File: src/rtl/hazard_scheduler_pkg.sv
// +----------------------------------------------------------------------------+
// | hazard_scheduler_pkg                                                       |
// | Shared encodings, scoreboard entry type and hazard-match helper.          |
// | Revision: 1.0                                                              |
// +----------------------------------------------------------------------------+
`default_nettype none

package hazard_scheduler_pkg;

    localparam logic [1:0] FWD_RF    = 2'b00;
    localparam logic [1:0] FWD_EXMEM = 2'b01;
    localparam logic [1:0] FWD_MEMWB = 2'b10;

    typedef enum logic [0:0] {
        HS_RUN      = 1'b0,
        HS_MEM_WAIT = 1'b1
    } hs_state_e;

    typedef struct packed {
        logic       v;
        logic       wr;
        logic [4:0] dst;
        logic       ld;
    } sb_entry_t;

    // Register $0 is hard-wired to zero, so it can never be a true dependency.
    function automatic logic hz_match(input logic uses, input logic [4:0] src,
                                      input sb_entry_t e);
        return uses & e.v & e.wr & (e.dst == src) & (src != 5'd0);
    endfunction

endpackage

`default_nettype wire

File: src/rtl/pipe_scoreboard.sv
// +----------------------------------------------------------------------------+
// | pipe_scoreboard                                                            |
// | EX/MEM in-flight destination tracking, load-use detect, forward selects.  |
// | Revision: 1.0                                                              |
// +----------------------------------------------------------------------------+
`default_nettype none

module pipe_scoreboard
    import hazard_scheduler_pkg::*;
(
    input  logic       clk,
    input  logic       rst,
    input  logic       id_valid,
    input  logic [4:0] id_rs,
    input  logic [4:0] id_rt,
    input  logic       id_uses_rs,
    input  logic       id_uses_rt,
    input  logic       id_reg_write,
    input  logic [4:0] id_dst,
    input  logic       id_is_load,
    input  logic       id_ex_en,
    input  logic       ex_mem_en,
    input  logic       id_ex_bubble,
    output logic       load_use,
    output logic [1:0] fwd_a,
    output logic [1:0] fwd_b
);

    sb_entry_t  ex_q, ex_d, mem_q, mem_d;
    logic [1:0] fwd_a_q, fwd_a_d, fwd_b_q, fwd_b_d;
    logic       ex_rs_hit, ex_rt_hit, mem_rs_hit, mem_rt_hit;
    logic [1:0] sel_a, sel_b;

    always_comb begin
        ex_rs_hit  = hz_match(id_uses_rs, id_rs, ex_q);
        ex_rt_hit  = hz_match(id_uses_rt, id_rt, ex_q);
        mem_rs_hit = hz_match(id_uses_rs, id_rs, mem_q);
        mem_rt_hit = hz_match(id_uses_rt, id_rt, mem_q);
        load_use   = (ex_rs_hit | ex_rt_hit) & ex_q.ld;
        // The younger (EX) producer wins over the older (MEM) one.
        sel_a = ex_rs_hit ? FWD_EXMEM : (mem_rs_hit ? FWD_MEMWB : FWD_RF);
        sel_b = ex_rt_hit ? FWD_EXMEM : (mem_rt_hit ? FWD_MEMWB : FWD_RF);

        ex_d    = ex_q;
        mem_d   = mem_q;
        fwd_a_d = fwd_a_q;
        fwd_b_d = fwd_b_q;
        if (id_ex_en) begin
            if (id_ex_bubble) begin
                ex_d    = '0;
                fwd_a_d = FWD_RF;
                fwd_b_d = FWD_RF;
            end else begin
                ex_d    = '{v: id_valid, wr: id_reg_write, dst: id_dst, ld: id_is_load};
                fwd_a_d = sel_a;
                fwd_b_d = sel_b;
            end
        end
        if (ex_mem_en) begin
            mem_d = ex_q;
        end
    end

    always_ff @(posedge clk or posedge rst) begin
        if (rst) begin
            ex_q    <= '0;
            mem_q   <= '0;
            fwd_a_q <= FWD_RF;
            fwd_b_q <= FWD_RF;
        end else begin
            ex_q    <= ex_d;
            mem_q   <= mem_d;
            fwd_a_q <= fwd_a_d;
            fwd_b_q <= fwd_b_d;
        end
    end

    assign fwd_a = fwd_a_q;
    assign fwd_b = fwd_b_q;

endmodule

`default_nettype wire

File: src/rtl/hazard_scheduler.sv
// +----------------------------------------------------------------------------+
// | hazard_scheduler                                                           |
// | Pipeline advance/hold/flush control, memory-wait FSM and stall counters.  |
// | Revision: 1.0                                                              |
// +----------------------------------------------------------------------------+
`default_nettype none

module hazard_scheduler
    import hazard_scheduler_pkg::*;
#(
    parameter int MEM_TIMEOUT = 16,
    parameter int STALL_CNT_W = 32
) (
    input  logic                   clk,
    input  logic                   rst,
    input  logic                   id_valid,
    input  logic [4:0]             id_rs,
    input  logic [4:0]             id_rt,
    input  logic                   id_uses_rs,
    input  logic                   id_uses_rt,
    input  logic                   id_reg_write,
    input  logic [4:0]             id_dst,
    input  logic                   id_is_load,
    input  logic                   ex_redirect,
    input  logic                   mem_req,
    input  logic                   mem_ready,
    output logic                   pc_en,
    output logic                   if_id_en,
    output logic                   id_ex_en,
    output logic                   ex_mem_en,
    output logic                   mem_wb_en,
    output logic                   if_id_flush,
    output logic                   id_ex_flush,
    output logic [1:0]             fwd_a,
    output logic [1:0]             fwd_b,
    output logic [STALL_CNT_W-1:0] stall_count,
    output logic                   mem_error
);

    localparam int              WAIT_W     = (MEM_TIMEOUT > 1) ? $clog2(MEM_TIMEOUT + 1) : 1;
    localparam logic [WAIT_W-1:0] WAIT_MAX = WAIT_W'(MEM_TIMEOUT);
    localparam bit              TIMEOUT_EN = (MEM_TIMEOUT != 0);

    hs_state_e              state_q, state_d;
    logic [WAIT_W-1:0]      wait_cnt_q, wait_cnt_d;
    logic [STALL_CNT_W-1:0] stall_count_q, stall_count_d;
    logic                   mem_error_q, mem_error_d;
    logic                   in_access, freeze, ready_seen, load_use;

    pipe_scoreboard u_scoreboard (
        .clk          (clk),
        .rst          (rst),
        .id_valid     (id_valid),
        .id_rs        (id_rs),
        .id_rt        (id_rt),
        .id_uses_rs   (id_uses_rs),
        .id_uses_rt   (id_uses_rt),
        .id_reg_write (id_reg_write),
        .id_dst       (id_dst),
        .id_is_load   (id_is_load),
        .id_ex_en     (id_ex_en),
        .ex_mem_en    (ex_mem_en),
        .id_ex_bubble (id_ex_flush),
        .load_use     (load_use),
        .fwd_a        (fwd_a),
        .fwd_b        (fwd_b)
    );

    // The access completing this cycle releases the freeze in the same cycle.
    always_comb begin
        in_access  = mem_req | (state_q == HS_MEM_WAIT);
        freeze     = in_access & ~mem_ready;
        ready_seen = in_access & mem_ready;

        pc_en       = 1'b1;
        if_id_en    = 1'b1;
        id_ex_en    = 1'b1;
        ex_mem_en   = 1'b1;
        mem_wb_en   = 1'b1;
        if_id_flush = 1'b0;
        id_ex_flush = 1'b0;
        if (freeze) begin
            pc_en     = 1'b0;
            if_id_en  = 1'b0;
            id_ex_en  = 1'b0;
            ex_mem_en = 1'b0;
            mem_wb_en = 1'b0;
        end else if (ex_redirect) begin
            if_id_flush = 1'b1;
            id_ex_flush = 1'b1;
        end else if (load_use) begin
            pc_en       = 1'b0;
            if_id_en    = 1'b0;
            id_ex_flush = 1'b1;
        end
    end

    always_comb begin
        state_d = state_q;
        case (state_q)
            HS_RUN:      if (mem_req && !mem_ready) state_d = HS_MEM_WAIT;
            HS_MEM_WAIT: if (mem_ready)             state_d = HS_RUN;
            default:                                state_d = HS_RUN;
        endcase

        wait_cnt_d = wait_cnt_q;
        if (ready_seen) begin
            wait_cnt_d = '0;
        end else if (freeze && TIMEOUT_EN && (wait_cnt_q != WAIT_MAX)) begin
            wait_cnt_d = wait_cnt_q + WAIT_W'(1);
        end
        mem_error_d = mem_error_q | (TIMEOUT_EN && freeze && (wait_cnt_d == WAIT_MAX));

        stall_count_d = stall_count_q;
        if (!pc_en && (stall_count_q != '1)) begin
            stall_count_d = stall_count_q + STALL_CNT_W'(1);
        end
    end

    always_ff @(posedge clk or posedge rst) begin
        if (rst) begin
            state_q       <= HS_RUN;
            wait_cnt_q    <= '0;
            mem_error_q   <= 1'b0;
            stall_count_q <= '0;
        end else begin
            state_q       <= state_d;
            wait_cnt_q    <= wait_cnt_d;
            mem_error_q   <= mem_error_d;
            stall_count_q <= stall_count_d;
        end
    end

    assign stall_count = stall_count_q;
    assign mem_error   = mem_error_q;

endmodule

`default_nettype wire

File: config.mk
export PLATFORM = sky130hd
export DESIGN_NAME = hazard_scheduler
export DESIGN_NICKNAME = d
export VERILOG_FILES = /design/src/rtl/hazard_scheduler_pkg.sv /design/src/rtl/pipe_scoreboard.sv /design/src/rtl/hazard_scheduler.sv
export SDC_FILE = /design/constraint.sdc
export NUM_CORES = 1
export LEC_CHECK = 0
export ABC_AREA = 0
export CORE_MARGIN = 2
export CORE_UTILIZATION = 50
export DETAILED_ROUTE_END_ITERATION = 10
export PLACE_DENSITY = 0.8
export RECOVER_POWER = 25
export SETUP_SLACK_MARGIN = 0.1
export SLEW_MARGIN = 15
export SYNTH_ARGS = -nofsm -noshare
export SYNTH_HDL_FRONTEND = slang
export SYNTH_SLANG_ARGS = --single-unit
File: constraint.sdc
create_clock -name clk -period 6.8 [get_ports clk]
set_clock_uncertainty 0.15 [all_clocks]
set_input_delay 0.68 -clock clk [delete_from_list [all_inputs] [get_ports clk]]
set_output_delay 0.68 -clock clk [all_outputs]
set_load 0.02 [all_outputs]
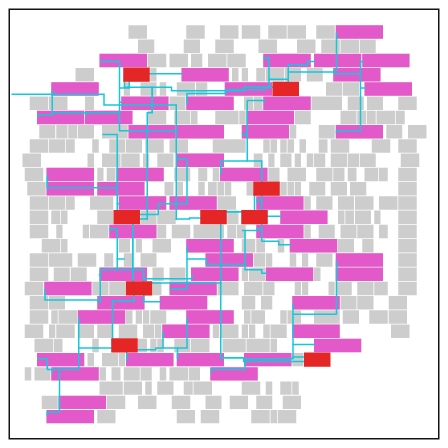
clock_wires.png
- magenta: flip-flops (count 58)
- cyan: clock wires (length 716 microns)
- red: clock-net drivers (count 9)
- routed clock nets: 10
- flops lie: all over the die
Clk. pwr: 276 uW
clk_lat worst skew: 0.33 ns
Clk network pwr share: 31.5%

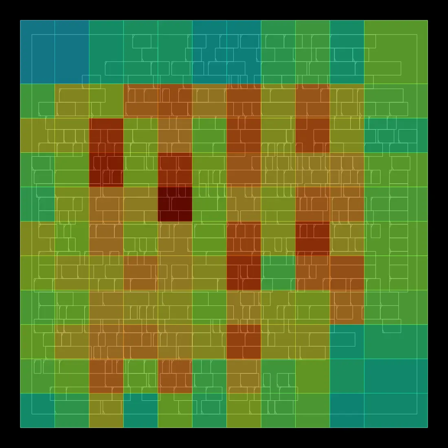
congestion_map.png
met2 GRT Util: 37.64%
met3 GRT Util: 7.692%
met1 usage: 28.52%
post-layout util: 66.33%
GR peak layer: met2

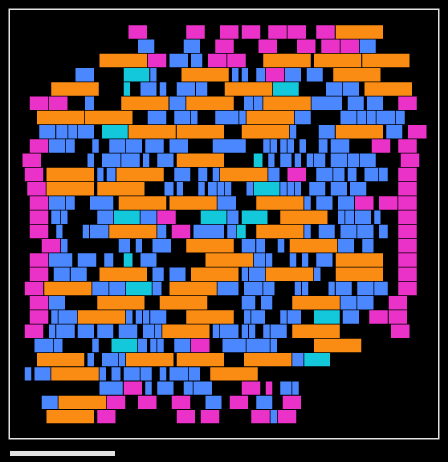
class_map.png
Bar = 20 microns.
- blue: remaining logic cells (cells 222)
- cyan: clock drivers and dummy loads (cells 15)
- magenta: remaining buffers and delay cells (cells 69)
- orange: sequential cells (cells 58)
Design Area, Final: 0.003904 sq mm
area of the core: 0.005886 sq mm
Cell Rows: 28
flop share of the area: 37.18%

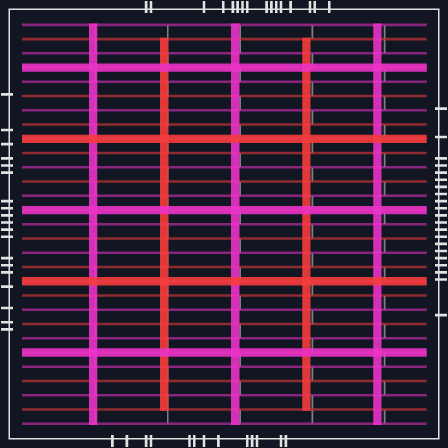
floorplan.png
Pins as bars on the die edge. Tap cells in gray.
- red: VDD
- magenta: VSS
- signal pins: 69
- met4 straps: 5
- rows: 28
- met1 rails: 29
- met5 straps: 5
Peak VDD IR: 0.1879 mV
Die Ht: 81.72 microns

==> results.txt <==
Nets@finish: 388
Post-Route M1 WL: 3.067 mm
CP Capture Type: primary output
Status: finished with violations
Violated checks: max-capacitance violations, max-slew violations
Sequential power: 419 uW
Main logic family: simple AND/OR/NAND/NOR gates
Biggest Area Class: combinational gates
Max-slew headroom: -101.5%
Post-CTS Resized: 0
HPWL after DPL: 5.040 mm
Pre-CTS setup slack: 2.306 ns
Post-Synth XOR/XNOR Area: 15.37%
R2R cell count: 7
CTS tree: built
Die area: 0.006678 sq mm
Routed via count: 2,397
Sequential cell area fraction in the yosys report: 48.05%
Share of cells above drive strength 1: 10.71%
Synth cell types: 42
Final slew viol count: 59
Drt total wl: 6.983 mm
Max-Cap Viols: 1
Antenna violations before repair: 0
Synthesis area per yosys: 0.003020 sq mm
Hold Crit Class: reg -> reg
Cycle use final: 66.56%
Fin crit period: 4.526 ns
[cells in the mapped netlist (all sizes together) (2+ instances only)]
| library cell | number |
|---|---|
| or4 | 3 |
| and3 | 4 |
| a21oi | 3 |
| nand3 | 20 |
| dfrtp | 58 |
| xor2 | 27 |
| or2 | 2 |
| xnor2 | 26 |
| a22o | 10 |
| nor3 | 21 |
| nor2 | 23 |
| inv | 6 |
| nand4 | 13 |
| o21ai | 5 |
| buf | 7 |
| ha | 3 |
| and4 | 2 |
| nand2 | 40 |
| clkbuf | 3 |
[per-stage QoR]
stage	instance area, sq um	util [%]	hold WS (ns)	cells
global route	3904	66.33	0.3588	439
floorplan	3020	-	0.2805	290
finish	3904	66.33	0.3147	439
global placement	3737	63.50	0.2916	424
detailed placement	3737	63.50	0.3078	424
CTS	3908	66.39	0.3196	439
No activity file was given, so power comes from the tool's default toggle rates.
